==> src/rtl/multiplex_pkg.sv <==
// multiplex_pkg
//   Shared helpers for the N-to-1 stream multiplexer slice.
//   token_in_range: true when a select token names an existing slave port.
//   Tokens outside 0..N-1 can only occur when N is not a power of two; the
//   select stage acknowledges and drops them.
package multiplex_pkg;

  function automatic logic token_in_range(input int unsigned tok, input int unsigned n);
    return tok < n;
  endfunction

endpackage

==> src/rtl/multiplex_if.sv <==
// multiplex_if
//   Bundles the three stream channels of the multiplexer.
//   Every channel transfers in a cycle where stb && ack at posedge clk; the
//   producer holds stb high and dat stable until that transfer, and ack may
//   depend combinationally on stb.
//   Signals:
//     s_dat/s_stb/s_ack : N slave data streams, port i in s_dat[i*W +: W]
//     n_dat/n_stb/n_ack : select token stream, SW bits per token
//     m_dat/m_stb/m_ack : single master output stream
//   Modports:
//     slave  : the multiplexer's view
//     master : the environment's view (producers, token source, consumer)
interface multiplex_if #(
  parameter int W = 8,
  parameter int N = 4
);
  localparam int SW = (N > 1) ? $clog2(N) : 1;

  logic [N*W-1:0] s_dat;
  logic [N-1:0]   s_stb;
  logic [N-1:0]   s_ack;
  logic [SW-1:0]  n_dat;
  logic           n_stb;
  logic           n_ack;
  logic [W-1:0]   m_dat;
  logic           m_stb;
  logic           m_ack;

  modport slave (
    input  s_dat, s_stb, n_dat, n_stb, m_ack,
    output s_ack, n_ack, m_dat, m_stb
  );

  modport master (
    output s_dat, s_stb, n_dat, n_stb, m_ack,
    input  s_ack, n_ack, m_dat, m_stb
  );
endinterface

==> src/rtl/multiplex_select.sv <==
// multiplex_select
//   Holds one select token (sel_q/sel_vld) and runs the token handshake.
//   Ports:
//     clk, rst : clock, asynchronous active-high reset
//     n_dat    : incoming token
//     n_stb    : token strobe
//     n_ack    : token acknowledge (free slot, or slot emptying this cycle)
//     consume  : the held token is used by a data transfer this cycle
//     sel      : held token value
//     vld      : a token is held
module multiplex_select
  import multiplex_pkg::*;
#(
  parameter int N  = 4,
  parameter int SW = 2
) (
  input  logic          clk,
  input  logic          rst,
  input  logic [SW-1:0] n_dat,
  input  logic          n_stb,
  output logic          n_ack,
  input  logic          consume,
  output logic [SW-1:0] sel,
  output logic          vld
);

  logic [SW-1:0] sel_q;
  logic          sel_vld;
  logic          take;

  // A token is accepted when the slot is empty or is being emptied now,
  // which lets tokens stream at one per cycle.
  assign n_ack = !rst && (!sel_vld || consume);
  assign take  = n_stb && n_ack;

  always_ff @(posedge clk or posedge rst) begin
    if (rst) begin
      sel_q   <= '0;
      sel_vld <= 1'b0;
    end else if (take) begin
      if (token_in_range(32'(n_dat), N)) begin
        sel_q   <= n_dat;
        sel_vld <= 1'b1;
      end else begin
        // Out-of-range token: acknowledged but never steers a transfer.
        sel_vld <= 1'b0;
      end
    end else if (consume) begin
      sel_vld <= 1'b0;
    end
  end

  assign sel = sel_q;
  assign vld = sel_vld;

endmodule

==> src/rtl/multiplex.sv <==
// multiplex
//   N-to-1 stream multiplexer steered by a select token stream. Each
//   transaction takes one token, then one word from the selected slave port,
//   and forwards that word on the master port one cycle after acceptance.
//   Ports:
//     clk : clock
//     rst : asynchronous active-high reset
//     bus : multiplex_if.slave carrying slave, select and master channels
module multiplex
  import multiplex_pkg::*;
#(
  parameter int W = 8,
  parameter int N = 4
) (
  input logic       clk,
  input logic       rst,
  multiplex_if.slave bus
);

  localparam int SW = (N > 1) ? $clog2(N) : 1;

  logic [SW-1:0] sel_q;
  logic          sel_vld;
  logic          s_fire;
  logic          out_free;
  logic [N-1:0]  s_ack_w;
  logic [W-1:0]  sel_word;
  logic [W-1:0]  out_q;
  logic          out_vld;

  multiplex_select #(
    .N (N),
    .SW(SW)
  ) u_select (
    .clk    (clk),
    .rst    (rst),
    .n_dat  (bus.n_dat),
    .n_stb  (bus.n_stb),
    .n_ack  (bus.n_ack),
    .consume(s_fire),
    .sel    (sel_q),
    .vld    (sel_vld)
  );

  // The output register can take a word when empty or when its current word
  // leaves this cycle.
  assign out_free = !out_vld || bus.m_ack;

  // Only the selected port is ever acknowledged; the others stall.
  always_comb begin
    s_ack_w  = '0;
    sel_word = '0;
    for (int i = 0; i < N; i++) begin
      if (sel_q == SW'(i)) begin
        s_ack_w[i] = !rst && sel_vld && out_free;
        sel_word   = bus.s_dat[i*W +: W];
      end
    end
  end

  assign s_fire    = |(s_ack_w & bus.s_stb);
  assign bus.s_ack = s_ack_w;

  // A new word overwriting a departing one keeps out_vld high so the stream
  // runs at one word per cycle.
  always_ff @(posedge clk or posedge rst) begin
    if (rst) begin
      out_q   <= '0;
      out_vld <= 1'b0;
    end else if (s_fire) begin
      out_q   <= sel_word;
      out_vld <= 1'b1;
    end else if (out_vld && bus.m_ack) begin
      out_vld <= 1'b0;
    end
  end

  assign bus.m_dat = out_q;
  assign bus.m_stb = out_vld;

endmodule

==> src/flat_wrapper.sv <==
// flat-port wrapper written by rule: the top's interface ports become plain ports
module multiplex_flat import multiplex_pkg::*;
#(
  parameter int W = 8,
  parameter int N = 4
)
  (clk, rst, bus_s_dat, bus_s_stb, bus_n_dat, bus_n_stb, bus_m_ack, bus_s_ack, bus_n_ack, bus_m_dat, bus_m_stb);
  multiplex_if #(.W(W), .N(N)) bus_i ();
  input logic clk;
  input logic rst;
  input wire logic [$bits(bus_i.s_dat)-1:0] bus_s_dat;
  input wire logic [$bits(bus_i.s_stb)-1:0] bus_s_stb;
  input wire logic [$bits(bus_i.n_dat)-1:0] bus_n_dat;
  input wire logic [$bits(bus_i.n_stb)-1:0] bus_n_stb;
  input wire logic [$bits(bus_i.m_ack)-1:0] bus_m_ack;
  output wire logic [$bits(bus_i.s_ack)-1:0] bus_s_ack;
  output wire logic [$bits(bus_i.n_ack)-1:0] bus_n_ack;
  output wire logic [$bits(bus_i.m_dat)-1:0] bus_m_dat;
  output wire logic [$bits(bus_i.m_stb)-1:0] bus_m_stb;
  assign bus_i.s_dat = bus_s_dat;
  assign bus_i.s_stb = bus_s_stb;
  assign bus_i.n_dat = bus_n_dat;
  assign bus_i.n_stb = bus_n_stb;
  assign bus_i.m_ack = bus_m_ack;
  assign bus_s_ack = bus_i.s_ack;
  assign bus_n_ack = bus_i.n_ack;
  assign bus_m_dat = bus_i.m_dat;
  assign bus_m_stb = bus_i.m_stb;
  multiplex #(.W(W), .N(N)) u_core (.clk(clk), .rst(rst), .bus(bus_i));
endmodule
==> config.mk <==
export PLATFORM = sky130hd
export DESIGN_NAME = multiplex_flat
export DESIGN_NICKNAME = d
export VERILOG_FILES = /design/src/rtl/multiplex_pkg.sv /design/src/rtl/multiplex_if.sv /design/src/rtl/multiplex_select.sv /design/src/rtl/multiplex.sv /design/src/flat_wrapper.sv
export SDC_FILE = /design/constraint.sdc
export NUM_CORES = 1
export LEC_CHECK = 0
export CORE_MARGIN = 2
export CORE_UTILIZATION = 38
export CTS_CLUSTER_DIAMETER = 80
export DETAILED_ROUTE_END_ITERATION = 12
export PLACE_DENSITY = 0.84
export SYNTH_ARGS = -nofsm -noshare
export SYNTH_HDL_FRONTEND = slang
export SYNTH_HIERARCHICAL = 1
export SYNTH_SLANG_ARGS = --single-unit
==> constraint.sdc <==
create_clock -name clk -period 5.3 [get_ports clk]
set_input_delay 1.06 -clock clk [delete_from_list [all_inputs] [get_ports clk]]
set_output_delay 1.06 -clock clk [all_outputs]
set_load 0.05 [all_outputs]
Figure 1. Clock wires, drivers and flops.
(12 px per µm)
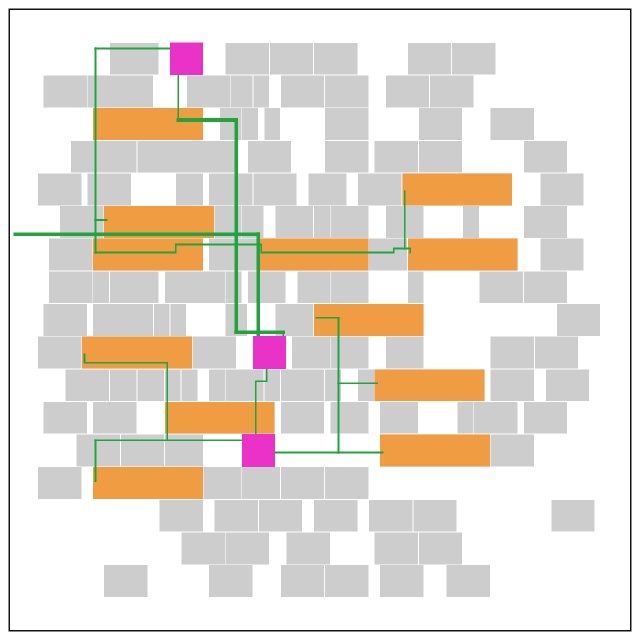
Key: clock wires = green [length 187 µm]; cells driving clock nets = magenta [count 3]; flip-flops = orange [count 12]
There are 4 routed clock nets.
Clk pwr share: 7.7%
Clk power: 0.0583 mW
Setup Skew: 1.23 ps

Figure 2. Where the registers sit.
(10 px per µm) Other sequential cells in the stronger gray, the rest of the logic in the fainter gray.
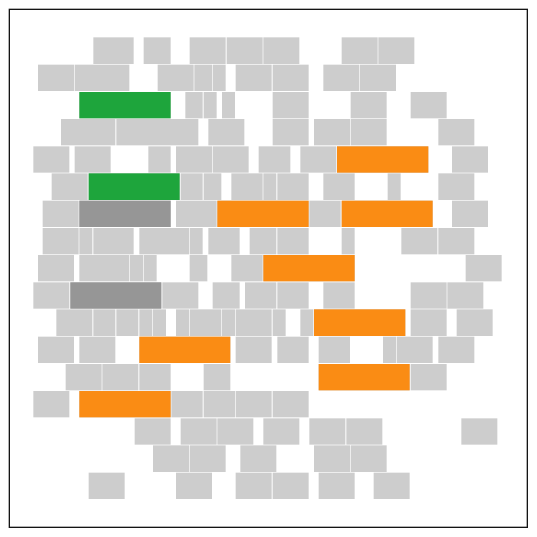
Key: u_core/bus.m_dat = orange [sequential cells 8]; u_core/u_select/sel = green [sequential cells 2]

Figure 3. Placed cells, one color a class.
(10 px per µm) Fill, decap, tap and diode cells in gray.
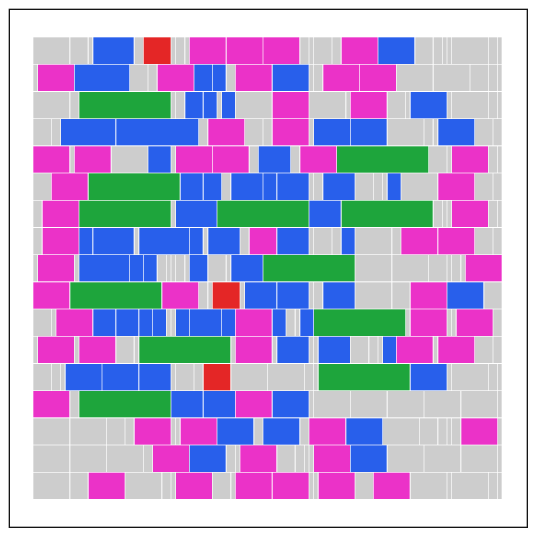
Key: all other logic = blue [cells 66, share of their area 38%]; flip-flops = green [cells 12, share of their area 21%]; cells driving clock nets = red [cells 3, share of their area 1.6%]; other buffers and delay cells = magenta [cells 56, share of their area 40%]

Figure 4. Congestion heat map.
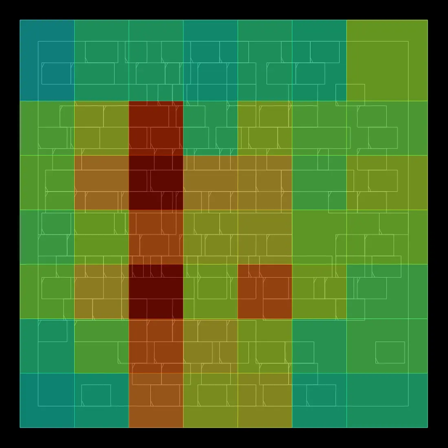
WL/cell: 14.0 µm
final core utilization: 66.7%
M1 GR Usage: 22.5%
GRT Overall Usage: 19.6%

Figure 5. PDN straps and rails.
(8 px per µm) Pins as bars on the die edge.
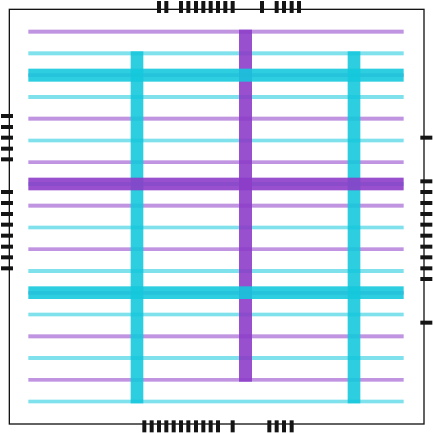
Key: VDD = purple; VSS = cyan
56 signal pins sit on the boundary. 18 met1 rails follow the rows. 3 straps on met4. 3 straps on met5. The core has 17 rows.

==> run summary <==
Bufs and invs on worst path = 4
Clock buffer depth = 2
Top Layer Used = met4
Ports = 56
Levels on crit path = 8
Critical-path top delay cell = clkdlybuf4s50_1
Clk sinks = 12
Share of cells above drive strength 1 = 8.76%
Max frequency = 0.228 GHz
Hold Path Class = flip-flop to flip-flop
Via count = 837
Total CTS buffers = 3
Ys cells = 83
Power Internal = 0.387 mW
Latency at later pin = 280 ps
Net Sw Power = 0.368 mW
Vert. Die Dim = 51.7 µm
Crit. Startpoint = rst
Mapped cell area = 863 µm²
Number of global-route vias before repair = 894
Min-delay src = u_core/bus.m_dat[3]
Final Hold Fails = 0
Post-route cell area = 1450 µm²
Logic pwr share = 65.7%
Final setup TNS = 0 ps
Max incr delay on CP = 800 ps
RSZ-0062 raised after global routing = no
Num rows = 17
Net count entering floorplan = 125
Number of post-CTS setup repair buffers = 0
CTS tree = yes
Post-layout period usage = 82.9%
Crit Path Class = primary input to primary output
WL met2 = 1.20 mm
Top cell by count, worst path = clkdlybuf4s50_1
Largest net degree at the start of global routing = 24
CP arrival = 3330 ps
Slew Limit Fails = 0
FF-to-FF Start = u_core/u_select/sel[0]
Slew headroom = 28.8%
Most numerous logic cell after layout = clkdlybuf4s50_1
Seq/Total Area, Yosys = 34.8%
Worst path required time = 4240 ps
Hold depth = 3
Ys flops = 12
Tot Pwr = 0.755 mW
Core area = 2170 µm²
Synth cell types = 23
Initial DRT Pass Iterations = 4
CP Max Fanout = 7
Main power group = combinational cells
HPWL after detailed placement = 1.81 mm
WL met1 = 926 µm
Yosys stat area = 863 µm²
Hold_buf cts = 0
FF-to-FF path depth = 6
Number of antenna repair diodes = 0
Hold_ws = 661 ps
Chip area = 2670 µm²
Status = finished, final reports clean
Slew @ Worst Pin = 1070 ps
Cells after synthesis = 83
Synth Warn # = 6
Clk pin slew, worst setup/hold paths = 80 ps
DRC = 0
PwrDens = 522 nW/µm²
Switching part of the total power = 48.7%
VDD IR max = 369 µV
Final setup viols = 0
Pleak = 0.631 nW
[cell families after synthesis]
| group | synth area share [%] |
|---|---|
| muxes | 27.2 |
| and+or+nand+nor | 12.9 |
| buffers and inverters | 8.84 |
| AOI/OAI and AO/OA | 16.2 |
| DFF | 34.8 |
[cell usage after synthesis (all sizes together)]
| cell | count | area share, % |
|---|---|---|
| nor2b | 2 | 2.3 |
| clkbuf | 2 | 0.87 |
| buf | 3 | 2.8 |
| nand2b | 3 | 3.0 |
| a31o | 8 | 8.1 |
| nand4b | 1 | 1.0 |
| nand3 | 2 | 1.2 |
| nor2 | 4 | 2.6 |
| o221ai | 8 | 8.1 |
| nor3 | 2 | 1.2 |
| inv | 12 | 5.2 |
| dfrtp | 12 | 35 |
| nand2 | 2 | 0.87 |
| mux4 | 1 | 2.6 |
| nand4 | 1 | 0.73 |
| mux2i | 16 | 19 |
| mux2 | 4 | 6.1 |
[sequential cells by signal, summed over array words and instances (netlist names)]
signal	cells
u_core/bus.m_stb	1
u_core/u_select/vld	1
u_core/u_select/sel	2
u_core/bus.m_dat	8
[metal layers]
metal | vias to the layer above | GRT usage (%)
met1 | 387 | 22.5
met4 | 0 | 7.02
li1 | 417 | -
met5 | - | 0
met3 | 4 | 4.60
met2 | 29 | 35.0
[worst reg2reg max path: cells and delay by family, from the launching register on]
kind | cells | cell delay (ps)
and+or+nand+nor | 3 | 360
muxes | 2 | 1020
DFF | 1 | 1050
buffers and inverters | 1 | 80
[area by class of cell]
class	count	area, µm²
Multi-Input combinational cell	54	487
Inverter	12	45.0
Sequential cell	12	300
Clock buffer	3	22.5
Fill cell	175	722
Tap cell	28	35.0
Timing Repair Buffer	56	558
Power is estimated from default activity; no workload was simulated.
